### Met1 routing

Supply wires on this layer in grey.
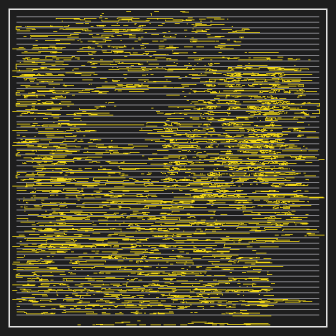
### Routed metal, one colour a layer

Two of the layers only.
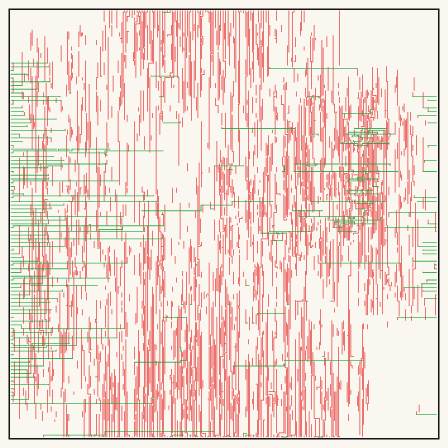
===== config.mk =====
export PLATFORM = sky130hd
export DESIGN_NAME = tcp_recv
export DESIGN_NICKNAME = d
export VERILOG_FILES = /design/src/rtl/tcp_pkg.sv /design/src/rtl/tcp_recv_be_gen.sv /design/src/rtl/tcp_recv.sv
export SDC_FILE = /design/constraint.sdc
export NUM_CORES = 1
export LEC_CHECK = 0
export CAP_MARGIN = 20
export CORE_MARGIN = 3
export CORE_UTILIZATION = 48
export DETAILED_ROUTE_END_ITERATION = 12
export GPL_TIMING_DRIVEN = 0
export PLACE_DENSITY = 0.8
export SYNTH_ARGS = -nofsm -noshare
export SYNTH_HDL_FRONTEND = slang
export SYNTH_HIERARCHICAL = 1
export SYNTH_SLANG_ARGS = --single-unit

===== constraint.sdc =====
create_clock -name clk -period 3.8 [get_ports clk]
set_input_delay 1.14 -clock clk [delete_from_list [all_inputs] [get_ports clk]]
set_output_delay 1.14 -clock clk [all_outputs]
set_load 0.03 [all_outputs]

===== src/rtl/tcp_pkg.sv =====
// tcp_pkg: definitions shared by the TCP receive and transmit paths.
//   - fixed header geometry (words / bytes)
//   - control-flag bit positions inside the 8-bit flags field
//   - receive status codes reported alongside pkt_done
//   - receive FSM state encoding
//   - hdr_words(): data-offset field -> effective header length in words
package tcp_pkg;

  localparam int TCP_HDR_WORDS = 5;
  localparam int TCP_HDR_BYTES = 20;

  // Bit positions inside flags (header word3[23:16]).
  localparam int FLAG_FIN = 0;
  localparam int FLAG_SYN = 1;
  localparam int FLAG_RST = 2;
  localparam int FLAG_PSH = 3;
  localparam int FLAG_ACK = 4;
  localparam int FLAG_URG = 5;

  typedef enum logic [1:0] {
    ERR_OK    = 2'd0,
    ERR_PORT  = 2'd1,
    ERR_LEN   = 2'd2,
    ERR_TRUNC = 2'd3
  } err_t;

  typedef enum logic [2:0] {
    ST_IDLE,
    ST_HDR,
    ST_OPT,
    ST_PAYLOAD,
    ST_DROP
  } rx_state_t;

  // Offsets 0..5 all describe the minimal header; the transmit side sends
  // offset 4 on control segments, so anything below 5 is promoted to 5.
  function automatic logic [3:0] hdr_words(input logic [3:0] offset);
    return (offset < 4'(TCP_HDR_WORDS)) ? 4'(TCP_HDR_WORDS) : offset;
  endfunction

endpackage


===== src/rtl/tcp_recv_be_gen.sv =====
// tcp_recv_be_gen: combinational byte-enable / last-word generator.
// Ports:
//   remaining  in  16  payload bytes still expected, including this word
//   be         out  4  byte enables, [3] = byte [31:24]
//   last       out  1  this word carries the final payload byte
module tcp_recv_be_gen
  import tcp_pkg::*;
(
  input  logic [15:0] remaining,
  output logic [3:0]  be,
  output logic        last
);

  always_comb begin
    be   = 4'b1111;
    last = (remaining <= 16'd4);
    // Bytes are packed from the MSB, so a short final word keeps its top lanes.
    case (remaining)
      16'd1:   be = 4'b1000;
      16'd2:   be = 4'b1100;
      16'd3:   be = 4'b1110;
      default: be = 4'b1111;
    endcase
  end

endmodule


===== src/rtl/tcp_recv.sv =====
// tcp_recv: TCP segment receiver. Parses a 32-bit big-endian word stream
// (header + options + payload), filters on destination port and streams the
// payload out with byte enables and a last marker.
// Ports:
//   clk, reset_n                      clock, asynchronous active-low reset
//   tcp_data_in / tcp_data_valid_in   segment words; valid low ends a segment
//   tcp_length_in, ip_addr_in         segment length and source IP, taken with word 0
//   ip_addr_out, src_port_out, dst_port_out, seq_out, ack_out, flags_out,
//   win_out                           header fields, held until the next word 0
//   hdr_valid, payload_len_out        1-cycle pulse when the header is accepted
//   data_out, data_out_valid, data_out_be, data_out_last   payload stream
//   pkt_done, err_status              1-cycle pulse at segment end + status
module tcp_recv
  import tcp_pkg::*;
#(
  parameter logic [15:0] LOCAL_PORT = 16'h0400,
  parameter bit          CHECK_PORT = 1'b1
) (
  input  logic        clk,
  input  logic        reset_n,
  input  logic [31:0] tcp_data_in,
  input  logic        tcp_data_valid_in,
  input  logic [15:0] tcp_length_in,
  input  logic [31:0] ip_addr_in,
  output logic [31:0] ip_addr_out,
  output logic [15:0] src_port_out,
  output logic [15:0] dst_port_out,
  output logic [31:0] seq_out,
  output logic [31:0] ack_out,
  output logic [7:0]  flags_out,
  output logic [15:0] win_out,
  output logic        hdr_valid,
  output logic [31:0] data_out,
  output logic        data_out_valid,
  output logic [3:0]  data_out_be,
  output logic        data_out_last,
  output logic [15:0] payload_len_out,
  output logic        pkt_done,
  output logic [1:0]  err_status
);

  rx_state_t   state;
  logic [2:0]  word_cnt;   // header word index while in ST_HDR
  logic [3:0]  opt_cnt;    // option words still to skip
  logic [3:0]  offset;     // raw data-offset field from word 3
  logic [15:0] seg_len;    // tcp_length_in latched with word 0
  logic [15:0] remaining;  // payload bytes not yet emitted
  err_t        status;     // outcome reported if the segment ends in ST_DROP

  logic [3:0]  hl;
  logic [15:0] hdr_bytes;
  logic [15:0] pay_len;
  logic        len_bad;
  logic        port_bad;
  logic        hdr_last;
  logic [3:0]  be_next;
  logic        last_next;

  tcp_recv_be_gen u_be_gen (
    .remaining (remaining),
    .be        (be_next),
    .last      (last_next)
  );

  assign hl        = hdr_words(offset);
  assign hdr_bytes = {10'd0, hl, 2'b00};
  assign len_bad   = (seg_len < hdr_bytes);
  assign port_bad  = CHECK_PORT && (dst_port_out != LOCAL_PORT);
  assign pay_len   = seg_len - hdr_bytes;

  // The cycle whose word completes the header (fixed part plus options).
  // offset was captured from word 3 one cycle before word 4 arrives.
  assign hdr_last = tcp_data_valid_in &&
                    (((state == ST_HDR) && (word_cnt == 3'd4) && (hl == 4'd5)) ||
                     ((state == ST_OPT) && (opt_cnt == 4'd1)));

  always_ff @(posedge clk or negedge reset_n) begin
    if (!reset_n) begin
      state           <= ST_IDLE;
      word_cnt        <= '0;
      opt_cnt         <= '0;
      offset          <= '0;
      seg_len         <= '0;
      remaining       <= '0;
      status          <= ERR_OK;
      ip_addr_out     <= '0;
      src_port_out    <= '0;
      dst_port_out    <= '0;
      seq_out         <= '0;
      ack_out         <= '0;
      flags_out       <= '0;
      win_out         <= '0;
      hdr_valid       <= 1'b0;
      data_out        <= '0;
      data_out_valid  <= 1'b0;
      data_out_be     <= '0;
      data_out_last   <= 1'b0;
      payload_len_out <= '0;
      pkt_done        <= 1'b0;
      err_status      <= '0;
    end else begin
      hdr_valid      <= 1'b0;
      pkt_done       <= 1'b0;
      data_out_valid <= 1'b0;
      data_out_last  <= 1'b0;

      if ((state != ST_IDLE) && !tcp_data_valid_in) begin
        // Segment end. Only ST_DROP means every expected word arrived;
        // anywhere else the stream stopped early.
        pkt_done   <= 1'b1;
        err_status <= (state == ST_DROP) ? status : ERR_TRUNC;
        state      <= ST_IDLE;
      end else begin
        case (state)
          ST_IDLE: begin
            if (tcp_data_valid_in) begin
              src_port_out <= tcp_data_in[31:16];
              dst_port_out <= tcp_data_in[15:0];
              ip_addr_out  <= ip_addr_in;
              seg_len      <= tcp_length_in;
              word_cnt     <= 3'd1;
              status       <= ERR_OK;
              state        <= ST_HDR;
            end
          end
          ST_HDR: begin
            case (word_cnt)
              3'd1: seq_out <= tcp_data_in;
              3'd2: ack_out <= tcp_data_in;
              3'd3: begin
                offset    <= tcp_data_in[31:28];
                flags_out <= tcp_data_in[23:16];
                win_out   <= tcp_data_in[15:0];
              end
              default: ;  // word 4: checksum / urgent pointer, not used
            endcase
            word_cnt <= word_cnt + 3'd1;
            if ((word_cnt == 3'd4) && (hl > 4'd5)) begin
              opt_cnt <= hl - 4'd5;
              state   <= ST_OPT;
            end
          end
          ST_OPT: begin
            opt_cnt <= opt_cnt - 4'd1;
          end
          ST_PAYLOAD: begin
            data_out       <= tcp_data_in;
            data_out_be    <= be_next;
            data_out_last  <= last_next;
            data_out_valid <= 1'b1;
            remaining      <= remaining - 16'd4;
            // Anything after the final word is surplus and silently absorbed.
            if (last_next) begin
              state <= ST_DROP;
            end
          end
          ST_DROP: ;
          default: state <= ST_IDLE;
        endcase

        // Header complete: decide the fate of the segment. Overrides any
        // state change made above in the same cycle.
        if (hdr_last) begin
          if (len_bad) begin
            status <= ERR_LEN;
            state  <= ST_DROP;
          end else if (port_bad) begin
            status <= ERR_PORT;
            state  <= ST_DROP;
          end else begin
            hdr_valid       <= 1'b1;
            payload_len_out <= pay_len;
            remaining       <= pay_len;
            // Zero-length payload: nothing to stream, wait for valid to fall.
            state           <= (pay_len == 16'd0) ? ST_DROP : ST_PAYLOAD;
          end
        end
      end
    end
  end

endmodule


==> run notes <==
Notes from the flow run.

Outcome:
- The run finished with clean final reports.

Drt:
- The run puts the routed via count divided by cell count at 5.43.
- Signal nets in the final route climb as high as met4.
- The pre-antenna-repair detailed-routing pass consisted of 5 iterations.
- After detailed routing, the number of remaining DRC violations is 0.
- In the per-layer breakdown of the detailed-route log, met1 shows 11200 µm.

Logic synthesis:
- The run puts the count of state elements after synthesis at 258.
- The run puts the cell area after technology mapping at 0.0107 mm².
- The largest total area in the synthesized netlist belongs to sky130_fd_sc_hd__dfrtp_1.
- The synthesis report lists the Yosys warning total as 6.
- The run puts the unique cell type count in the Yosys netlist at 69.
- The run gives the instance tally after logic synthesis as 797.
- The run gives the share of the synthesized netlist area taken by xor and xnor gates as 0.966%.
- The run gives the top-area cell type share of the netlist area as 60.1%.
- The run puts the synthesized-area fraction occupied by and/or/nand/nor cells at 7.20%.

Worst setup path:
- Looking at the critical path, the highest net fanout was 10.
- Traced cell by cell, the critical path runs through o21a_1 > nor2_1 > nor2_1 > inv_1 > ha_1 > fa_1 > nor2b_1 > o21ai_0 > a31o_2 > or2_1 > buf_4 > inv_2 > buf_2 > o41ai_1 > nand2_1.
- The run gives the class of the most critical setup path as reg -> reg.
- The most numerous cell type found on the critical path is sky130_fd_sc_hd__nor2_1.
- For the worst reg-to-reg path, the startpoint reported by OpenROAD is offset[2].
- The run gives the kind of capture point of the worst setup path as a flop.
- The run puts the buffering stage count on the worst path with inverters included at 4.
- The run gives the slowest cell on the critical path as sky130_fd_sc_hd__fa_1.
- The worst setup path is launched from a flop.

Die:
- The overall die size recorded for this design is 0.0242 mm².
- Per the OpenROAD floorplan log, the width of the die is 156 µm.
- The run puts the standard-cell row count at 54.
- The core region is 0.0219 mm².
- The run puts the I/O pin count at 293.

Pwr:
- The run puts the net switching fraction of the power at 36.5%.
- The run gives the power dissipated in the clock network as 2.66 mW.
- Summing internal, switching and leakage power gives 11.1 mW.
- Power attributed to combinational cells is 4.48 mW.
- The run gives the fraction of power consumed by combinational cells as 40.3%.
- The run puts the power drawn by the sequential cells at 3.96 mW.
- The run puts the leakage power summed over all cells at 6.55 nW.

Clocking:
- Looking at the post-CTS report, the setup buffer insertion count equals 0.
- The run gives the clock latency on the worst-skew pair as 0.54 ns.
- The run gives the number of levels in the clock H-tree as 1.
- The root buffer cell chosen for the clock tree is sky130_fd_sc_hd__clkbuf_16.
- The run gives the clock transition at the registers of the reported paths as 0.06 ns.
- The run puts the number of hold buffers added after CTS at 0.

Global routing:
- The run gives the global routing met3 resource utilization as 7.52%.
- The run gives the number of global-route vias before repair as 8074.
- The initial antenna violation count was 0.

Final layout:
- The run gives the dominant logic cell type in the layout as sky130_fd_sc_hd__clkdlybuf4s50_1.
- The run gives the cell area after layout as 0.0150 mm².

Final timing:
- The run puts the minimum hold slack at 0.486 ns.
- The run puts the tightest slew margin relative to the limit at 44.6%.
- The run puts the slew at the pin closest to its max-slew limit at 0.831 ns.

Hold path:
- Hold analysis shows the worst path with a depth of 2.

Run:
- The run gives the tool warning count as 33.

Placed design:
- Prior to clock tree synthesis, the placed netlist has a worst setup slack of 0.269 ns.
- The run gives the cell count after placement as 1371.
Notes on 'Met1 routing' above:
wire length on this layer: 11200 µm
main direction: horizontal
nets with wire on the layer: 1093
aggregate routed wire length: 28900 µm
met1 Track Usage GR: 29.5%
detailed-route via count: 7734

Notes on 'Routed metal, one colour a layer' above:
[green] met3 | wire length: 2360 µm
[red] met2 | wire length: 14500 µm
drt wl/cell: 20.3 µm
Tot GR Track Use: 23.7%

how the worst max path moves through the flow:
stage	to	cells after the start	slack [ns]	start
6_report	state[1]	15	0.25	offset[2]
2_1_floorplan	remaining[4]	15	0.87	offset[2]
4_1_cts	state[1]	12	0.26	offset[3]
3_5_place_dp	flags_out[7]	6	0.27	tcp_data_valid_in
5_1_grt	state[1]	15	0.04	offset[2]
3_3_place_gp	ip_addr_out[5]	1	-9.55	reset_n
layout make-up:
type	instances	area [µm²]
repair buffers	294	2980
clock inverters	6	66.3
plain buffers	38	163
multi-input cells	482	4060
inverters	19	71.3
well taps	280	350
flip-flops and latches	258	6460
clock buffers	46	848
fillers	1595	6900
Power is estimated from default activity; no workload was simulated.
